===== src/rtl/uart_boot_loader.sv =====
// Loads a framed byte stream (A5, N lo/hi, 4N payload bytes) into bram as 32-bit words; write pulse one cycle after 4th byte; no backpressure, bytes outside a frame are dropped.
// Optional trailing XOR checksum byte when LOADER_CHECKSUM_EN is defined.
module uart_boot_loader #(
  parameter int DEPTH          = 128,
  parameter int ADDR_W         = 7,
  parameter int TIMEOUT_CYCLES = 1000000
) (
  input  logic              clock,
  input  logic              reset_n,
  input  logic [7:0]        rx_data,
  input  logic              rx_valid,
  output logic              mem_write_enable,
  output logic [3:0]        mem_mask_write,
  output logic [ADDR_W-1:0] mem_addr_write,
  output logic [31:0]       mem_data_in,
  output logic              cpu_reset,
  output logic              done,
  output logic              error,
  output logic [15:0]       words_loaded
);

  localparam int                TMR_W    = $clog2(TIMEOUT_CYCLES + 1);
  localparam logic [15:0]       DEPTH16  = 16'(DEPTH);
  localparam logic [TMR_W-1:0]  TMR_LAST = TMR_W'(TIMEOUT_CYCLES - 1);
  localparam logic [7:0]        MAGIC    = 8'hA5;

  typedef enum logic [2:0] {
    S_IDLE,
    S_LEN_LO,
    S_LEN_HI,
    S_DATA,
`ifdef LOADER_CHECKSUM_EN
    S_CHECK,
`endif
    S_RUN,
    S_ERROR
  } state_t;

  state_t             state, state_nxt;
  logic [7:0]         len_lo, len_lo_nxt;
  logic [15:0]        word_count, word_count_nxt;
  logic [1:0]         byte_idx, byte_idx_nxt;
  logic [23:0]        word_buf, word_buf_nxt;
  logic [TMR_W-1:0]   timer, timer_nxt;
  logic               we_nxt;
  logic [3:0]         mask_nxt;
  logic [ADDR_W-1:0]  addr_nxt;
  logic [31:0]        data_nxt;
  logic               cpu_reset_nxt, done_nxt, error_nxt;
  logic [15:0]        words_nxt;
  logic [15:0]        frame_len;
  logic               timer_active;
`ifdef LOADER_CHECKSUM_EN
  logic [7:0]         csum, csum_nxt;
`endif

  assign frame_len = {rx_data, len_lo};

  always_comb begin
    timer_active = (state == S_LEN_LO) || (state == S_LEN_HI) || (state == S_DATA);
`ifdef LOADER_CHECKSUM_EN
    timer_active = timer_active || (state == S_CHECK);
`endif
  end

  always_comb begin
    state_nxt      = state;
    len_lo_nxt     = len_lo;
    word_count_nxt = word_count;
    byte_idx_nxt   = byte_idx;
    word_buf_nxt   = word_buf;
    timer_nxt      = (timer_active && !rx_valid) ? timer + 1'b1 : '0;
    we_nxt         = 1'b0;
    mask_nxt       = 4'b0000;
    addr_nxt       = mem_addr_write;
    data_nxt       = mem_data_in;
    cpu_reset_nxt  = cpu_reset;
    done_nxt       = done;
    error_nxt      = error;
    words_nxt      = words_loaded;
`ifdef LOADER_CHECKSUM_EN
    csum_nxt       = csum;
`endif

    case (state)
      S_IDLE: begin
        if (rx_valid && rx_data == MAGIC) state_nxt = S_LEN_LO;
      end
      S_LEN_LO: begin
        if (rx_valid) begin
          len_lo_nxt = rx_data;
          state_nxt  = S_LEN_HI;
        end
      end
      S_LEN_HI: begin
        if (rx_valid) begin
          if (frame_len == 16'd0 || frame_len > DEPTH16) begin
            state_nxt = S_ERROR;
            error_nxt = 1'b1;
          end else begin
            state_nxt      = S_DATA;
            word_count_nxt = frame_len;
            words_nxt      = 16'd0;
            byte_idx_nxt   = 2'd0;
`ifdef LOADER_CHECKSUM_EN
            csum_nxt       = 8'h00;
`endif
          end
        end
      end
      S_DATA: begin
        if (rx_valid) begin
          byte_idx_nxt = byte_idx + 2'd1;
`ifdef LOADER_CHECKSUM_EN
          csum_nxt     = csum ^ rx_data;
`endif
          if (byte_idx == 2'd3) begin
            we_nxt    = 1'b1;
            mask_nxt  = 4'b1111;
            addr_nxt  = words_loaded[ADDR_W-1:0];
            data_nxt  = {rx_data, word_buf};
            words_nxt = words_loaded + 16'd1;
            // Last word: leave DATA on the same edge that raises the write pulse
            if (words_loaded + 16'd1 == word_count) begin
`ifdef LOADER_CHECKSUM_EN
              state_nxt     = S_CHECK;
`else
              state_nxt     = S_RUN;
              cpu_reset_nxt = 1'b0;
              done_nxt      = 1'b1;
`endif
            end
          end else begin
            word_buf_nxt = {rx_data, word_buf[23:8]};
          end
        end
      end
`ifdef LOADER_CHECKSUM_EN
      S_CHECK: begin
        if (rx_valid) begin
          if (rx_data == csum) begin
            state_nxt     = S_RUN;
            cpu_reset_nxt = 1'b0;
            done_nxt      = 1'b1;
          end else begin
            state_nxt = S_ERROR;
            error_nxt = 1'b1;
          end
        end
      end
`endif
      S_RUN: begin
        state_nxt = S_RUN;
      end
      S_ERROR: begin
        if (rx_valid && rx_data == MAGIC) begin
          state_nxt = S_LEN_LO;
          error_nxt = 1'b0;
        end
      end
      default: state_nxt = S_IDLE;
    endcase

    // Timeout only fires on a cycle with no byte, so it never races a case transition above
    if (timer_active && !rx_valid && timer == TMR_LAST) begin
      state_nxt = S_ERROR;
      error_nxt = 1'b1;
      timer_nxt = '0;
    end
  end

  always_ff @(posedge clock or negedge reset_n) begin
    if (!reset_n) begin
      state            <= S_IDLE;
      len_lo           <= 8'h00;
      word_count       <= 16'd0;
      byte_idx         <= 2'd0;
      word_buf         <= 24'h0;
      timer            <= '0;
      mem_write_enable <= 1'b0;
      mem_mask_write   <= 4'b0000;
      mem_addr_write   <= '0;
      mem_data_in      <= 32'h0;
      cpu_reset        <= 1'b1;
      done             <= 1'b0;
      error            <= 1'b0;
      words_loaded     <= 16'd0;
`ifdef LOADER_CHECKSUM_EN
      csum             <= 8'h00;
`endif
    end else begin
      state            <= state_nxt;
      len_lo           <= len_lo_nxt;
      word_count       <= word_count_nxt;
      byte_idx         <= byte_idx_nxt;
      word_buf         <= word_buf_nxt;
      timer            <= timer_nxt;
      mem_write_enable <= we_nxt;
      mem_mask_write   <= mask_nxt;
      mem_addr_write   <= addr_nxt;
      mem_data_in      <= data_nxt;
      cpu_reset        <= cpu_reset_nxt;
      done             <= done_nxt;
      error            <= error_nxt;
      words_loaded     <= words_nxt;
`ifdef LOADER_CHECKSUM_EN
      csum             <= csum_nxt;
`endif
    end
  end

endmodule


===== config.mk =====
export PLATFORM = sky130hd
export DESIGN_NAME = uart_boot_loader
export DESIGN_NICKNAME = d
export VERILOG_FILES = /design/src/rtl/uart_boot_loader.sv
export SDC_FILE = /design/constraint.sdc
export NUM_CORES = 1
export LEC_CHECK = 0
export ABC_AREA = 1
export CORE_MARGIN = 2
export CORE_UTILIZATION = 60
export DETAILED_ROUTE_END_ITERATION = 6
export HOLD_SLACK_MARGIN = 0.1
export PLACE_DENSITY = 0.86
export SLEW_MARGIN = 20
export SYNTH_ARGS = -nofsm -noshare
export SYNTH_HDL_FRONTEND = slang
export SYNTH_SLANG_ARGS = --single-unit

===== constraint.sdc =====
create_clock -name clock -period 4.7 [get_ports clock]
set_clock_uncertainty 0.15 [all_clocks]
set_input_delay 1.41 -clock clock [delete_from_list [all_inputs] [get_ports clock]]
set_output_delay 1.41 -clock clock [all_outputs]
set_load 0.005 [all_outputs]

==> deck_impl_summary.md, run 1 <==
Flow Results at a Glance

Synth
  • Count of library flops with an enable pin: 0
  • Yosys xor share: 0.700%
  • Ys cells: between 700 and 800
  • Synthesized area: 0.00625 mm^2
  • Main synth FF type: dfrtp_1
  • Ys async rst share: 100%
  • Syn Area/Cell: between 8 and 9 um^2
  • Post-Syn Instances: 774
  • Largest area contributor in the netlist: dfrtp_1
  • Synth top cells by count: 224 x nand2_1, 131 x dfrtp_1, 106 x inv_1
  • Area fraction in compound gates: under 10%
  • Syn Nets: 788
  • Adder Area Share: 0.600%
  • Yosys top cell area share: 52.4%
  • Synth warn: 0
  • Yosys stat area: about 0.0063 mm^2

Cells and area
  • Top flop regs: mem_data_in x32, word_buf x24, timer x20
  • Largest class: sequential cells
  • Final core occ: 75.0%
  • Max reg flops: 32
  • Most flops, register: mem_data_in
  • Ant. Diodes: 0
  • Register Area: around 0.0033 mm^2
  • Comb gates: 507
  • Count of non-CTS inverters in the layout: 112
  • Top Layout Cells: 224 x nand2_1, 131 x dfrtp_1, 106 x inv_1
  • Final-layout clock-cell area share: 7.77%
  • Combinational share of cell area: 31.4%

Run status
  • Outcome: complete, no violations

Global routing
  • GRT Total Usage: 28.4%
  • Met1 usage: 34.5%
  • Gr ovfl total: 0
  • Initial antenna violation count: 0
  • GRT busiest layer: met2
  • Vias in the first global route: roughly 5.5k

Worst setup path
  • Crit-path cells: clkdlybuf4s50_1 -> inv_1 -> nor2_1 -> inv_2 -> nor2_1 -> buf_4 -> inv_2 -> nor2_1 -> o21bai_1
  • Worst Path Required: roughly 5 ns
  • Top delay family on crit path: buffers and inverters
  • R2r worst-path depth: 11
  • Max stage delay on crit path: ~0.67 ns
  • Worst path buffer plus inverter count: 5
  • Critical Path Stages: 9
  • CP most frequent cell: nor2_1
  • Setup slack, reg-to-reg: 1.83 ns
  • WS Path Type: input port to register
  • Startpoint Class: input port

Floorplanning
  • # Taps: 136
  • I/O pin total: 74
  • Die H: 106 um
  • Num rows: 37

Timing
  • Final Critical Period: between 3 and 4 ns
  • Slew of the pin with the lowest slew margin: 0.923 ns
  • Endpoints failing setup: 0
  • Tcrit/Tclk final: 71.2%
  • RSZ-0062 raised after global routing: no

Hold path
  • Hold depth: 2
  • Hold Path End: cpu_reset$_DFFE_PN1P_

Pwr
  • Share of power burned in registers: 40.3%
  • Sequential Power: roughly 1.7 mW
  • P_clk: 1.33 mW
  • Combinational cell power: roughly 1.2 mW
  • Psw: 1.40 mW
  • Internal power: 2.85 mW
  • Lkg Pwr: roughly 3.6 nW

Clock tree
  • CTS Hold Bufs: 0
  • Clock root buffer: clkbuf_8
  • Postcts setup bufs: 0
  • Clock buffer depth: 2
  • Post-CTS resize count: 0
  • Clock-pin slew on the worst setup and hold paths: 0.06 ns

Detailed routing
  • Top routing layer used: met4
  • Pre-Repair DR Iteration Count: 5
  • ANT nets after route: 0
  • Drt wl/cell: 14.7 um
  • Avg Vias per Cell: around 5.6
  • Residual DRC: 0

Placed design
  • Placed cell count: 964
  • Area after DPL: 0.00707 mm^2
  • Pre-CTS WS: 0.885 ns
  • Final GP Congestion: 0.898
  • Dpl hpwl: 9580 um

Flow run
  • Log Warnings: 28
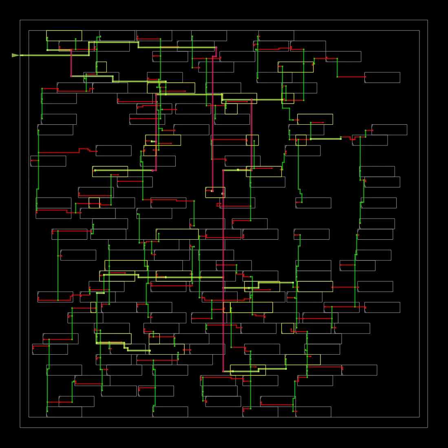
Figure 1: run 1, clock wiring as the flow saved it.
number of clock-tree buffers in the layout: 18
clk latency late pin: 0.53 ns
flop count: 132
Num CTS Buffers: 17

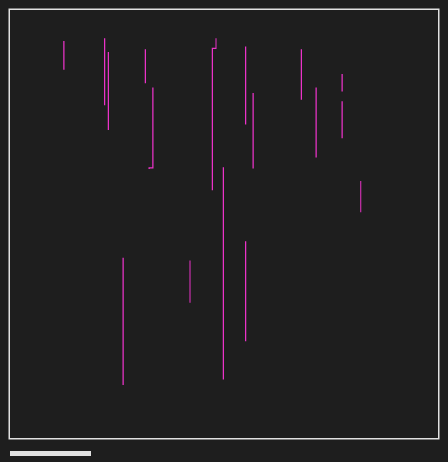
Figure 2: run 1, signal wires on met4.
Scale bar: 20 um.
nets with wire on the layer: 14
longest straight run: 52.4 um
wire length on this layer: 315 um
share of all routed wire: 2.2%
main direction: vertical
Detailed Route WL: 14,600 um
detailed-route via count: 5,565

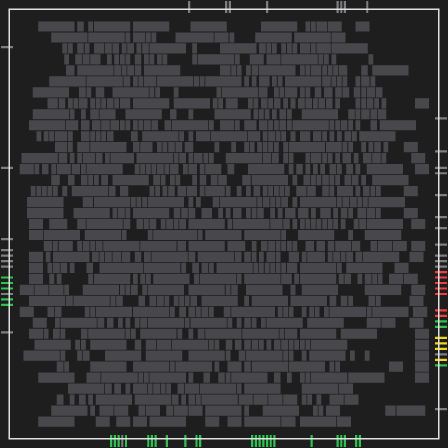
Figure 3: run 1, pin placement.
Pins as bars across the die edge, other pins in gray.
legend:
  red:
    port: mem_addr_write
    pins: 7
    direction: output
    edge: right
  green:
    port: mem_data_in
    pins: 32
    direction: output
    edge: 24 bottom, 5 left, 3 right
  yellow:
    port: mem_mask_write
    pins: 4
    direction: output
    edge: right
all pins by edge: 27 right, 25 bottom, 14 left, 8 top

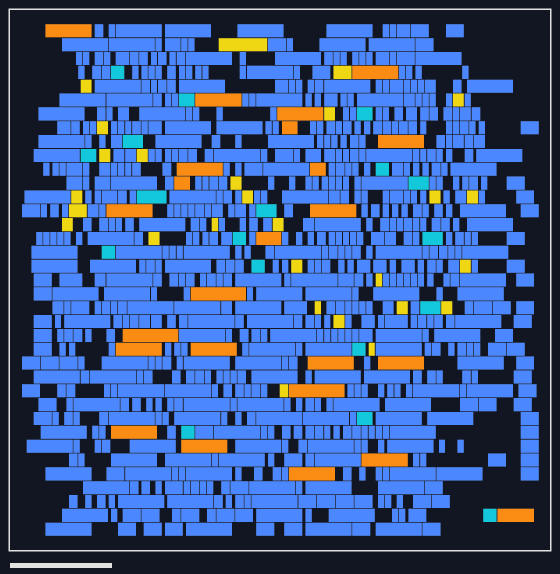
Figure 4: run 1, drive-strength map.
Scale bar: 20 um.
legend:
  blue:
    size: drive 1 or less
    cells: 791
  orange:
    size: drive 6 and up
    cells: 24
  cyan:
    size: drive 3 to 4
    cells: 18
  yellow:
    size: drive 2
    cells: 27
Layout area overhead: 22.6%
post-route cell area: 0.00767 mm^2
Non-clk bufs: 77
Setup WS post-layout: 1.35 ns

==> inputs of run 2 (changes only) <==
CORE_UTILIZATION = 51   (was 60)
PLACE_DENSITY = 0.78   (was 0.86)
clock period = 2.9 ns   (was 4.7 ns; I/O delays follow)
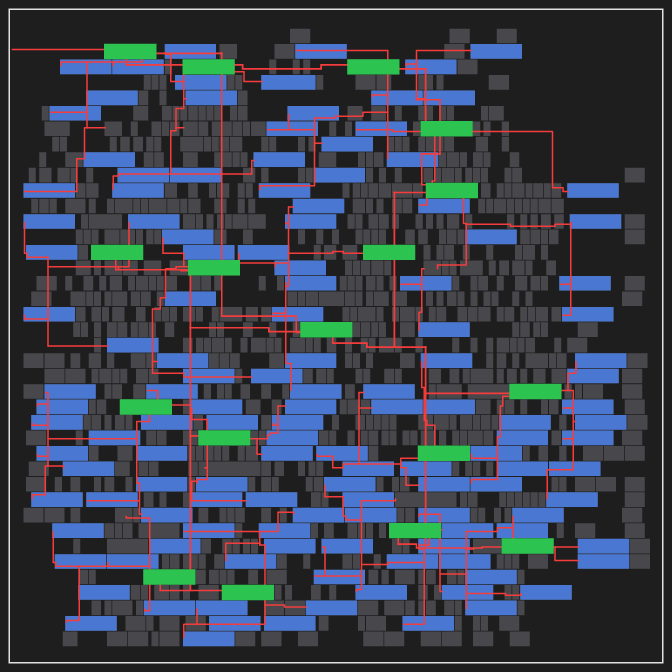
Figure 5: run 2, routed clock nets over the placement.
legend:
  green:
    item: cells driving clock nets
    count: 17
  blue:
    item: flip-flops
    count: 132
  red:
    item: clock wires
    length: 1,630 um
flops lie: all over the die
routed clock nets: 18
clk latency late pin: 0.42 ns
P_clk: 2.13 mW
Clock power frac: 31.0%

==> run 2 against run 1 <==
Against the previous run: die size grew 17%; sequential share of layout area shrank 0.93 points; final cell count grew 2.9%; sequential power grew 62%; clock power grew about 60%; worst setup slack lost 0.98 ns; via count shrank 5.4%; critical path depth grew 9; global-route usage shrank 5.4 points; non-clock buffer count grew 18; sequential cell count is the same; area after synthesis is the same.
==> deck_impl_summary.md, run 2 <==
Flow Results at a Glance

Run status
  • Outcome: complete, no violations

Worst setup path
  • Worst Path Required: 3.06 ns
  • WS Path Type: register to register
  • R2r worst-path depth: 18
  • Setup slack, reg-to-reg: 0.37 ns
  • Crit path DAT: 2.69 ns
  • Max stage delay on crit path: 0.50 ns
  • Critical Path Stages: 18
  • Top delay family on crit path: simple AND/OR/NAND/NOR gates
  • Crit-path cells: ha_1 -> nand2_2 -> nor2_4 -> nand3_1 -> nand2_1 -> nand2_1 -> nand2_1 -> nand2_1 -> nor2_1 -> nand2_1 -> nor2_1 -> nand2_1 -> nand2_1 -> nand2_1 -> nand2_2 -> nand2_2 -> nand2_1 -> nand2_1
  • Startpoint Class: register
  • Worst path buffer plus inverter count: 0

Cells and area
  • Final-layout clock-cell area share: about 7.5%
  • Top Layout Cells: 224 x nand2_1, 131 x dfrtp_1, 106 x inv_1
  • Top flop regs: mem_data_in x32, word_buf x24, timer x20
  • Non-clk bufs: ~95
  • Max reg flops: 32
  • Post-route cell area: 0.00784 mm^2
  • Largest class: sequential cells
  • Final core occ: 65.3%
  • Register Area: 0.00330 mm^2
  • Most flops, register: mem_data_in
  • Logic cell area: 0.00241 mm^2
  • Comb gates: 507
  • Combinational share of cell area: 30.7%

Synth
  • Synthesized area: approximately 0.0063 mm^2
  • Post-Syn Instances: 774
  • Yosys stat area: 0.00625 mm^2
  • Ys async rst share: 100%
  • Ys cells: 774
  • Yosys top cell area share: 52.4%
  • Syn Nets: 788
  • Main synth FF type: dfrtp_1
  • Syn Area/Cell: slightly above 8 um^2
  • Count of library flops with an enable pin: 0
  • Yosys xor share: less than 1%
  • Largest area contributor in the netlist: dfrtp_1
  • Adder Area Share: 0.600%
  • FF+latch count, synth: 132
  • Synth warn: 0

Placed design
  • Dpl hpwl: 9750 um
  • Area after DPL: 0.00725 mm^2
  • Pre-CTS WS: slightly above 0.09 ns
  • Final GP Congestion: 0.883

Pwr
  • Internal power: between 4 and 5 mW
  • Combinational cell power: slightly below 2 mW
  • Sequential Power: about 2.8 mW
  • Psw: 2.24 mW
  • Share of power burned in registers: 40.2%

Timing
  • RSZ-0062 raised after global routing: no
  • Setup WS post-layout: 0.374 ns
  • Fin Hold WS: approximately 0.19 ns
  • Final Critical Period: 2.53 ns
  • Tcrit/Tclk final: 87.1%
  • Endpoints failing setup: 0
  • Slew of the pin with the lowest slew margin: 0.472 ns

Floorplanning
  • Core area: 0.0120 mm^2
  • I/O pin total: 74
  • Die H: around 110 um
  • Chip width: about 110 um
  • Fp_density: a little over half
  • Num rows: 40
  • # Taps: 147

Flow run
  • Log Warnings: 26

Clock tree
  • CTS Hold Bufs: 0
  • Num CTS Buffers: 17
  • Clock root buffer: clkbuf_16
  • Clock-pin slew on the worst setup and hold paths: 0.06 ns
  • Postcts setup bufs: 0
  • Post-CTS resize count: 0

Global routing
  • GRT busiest layer: met2
  • Vias in the first global route: between 4k and 5k
  • Gr ovfl total: 0
  • Initial antenna violation count: 0
  • Met1 usage: between 30 and 40%

Detailed routing
  • Drt wl/cell: 13.4 um
  • ANT nets after route: 0
  • Pre-Repair DR Iteration Count: 5
  • Avg Vias per Cell: 5.14
  • Top routing layer used: met4
  • Detailed-route via count: about 5.3k
  • Residual DRC: 0
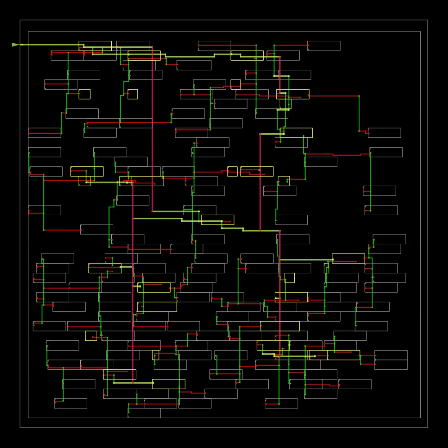
Figure 6: run 2, clock wiring as the flow saved it.
number of clock-tree buffers in the layout: 19
CTS Sinks: 132

Power figures rest on the tool's default switching activity, not on a simulated workload.
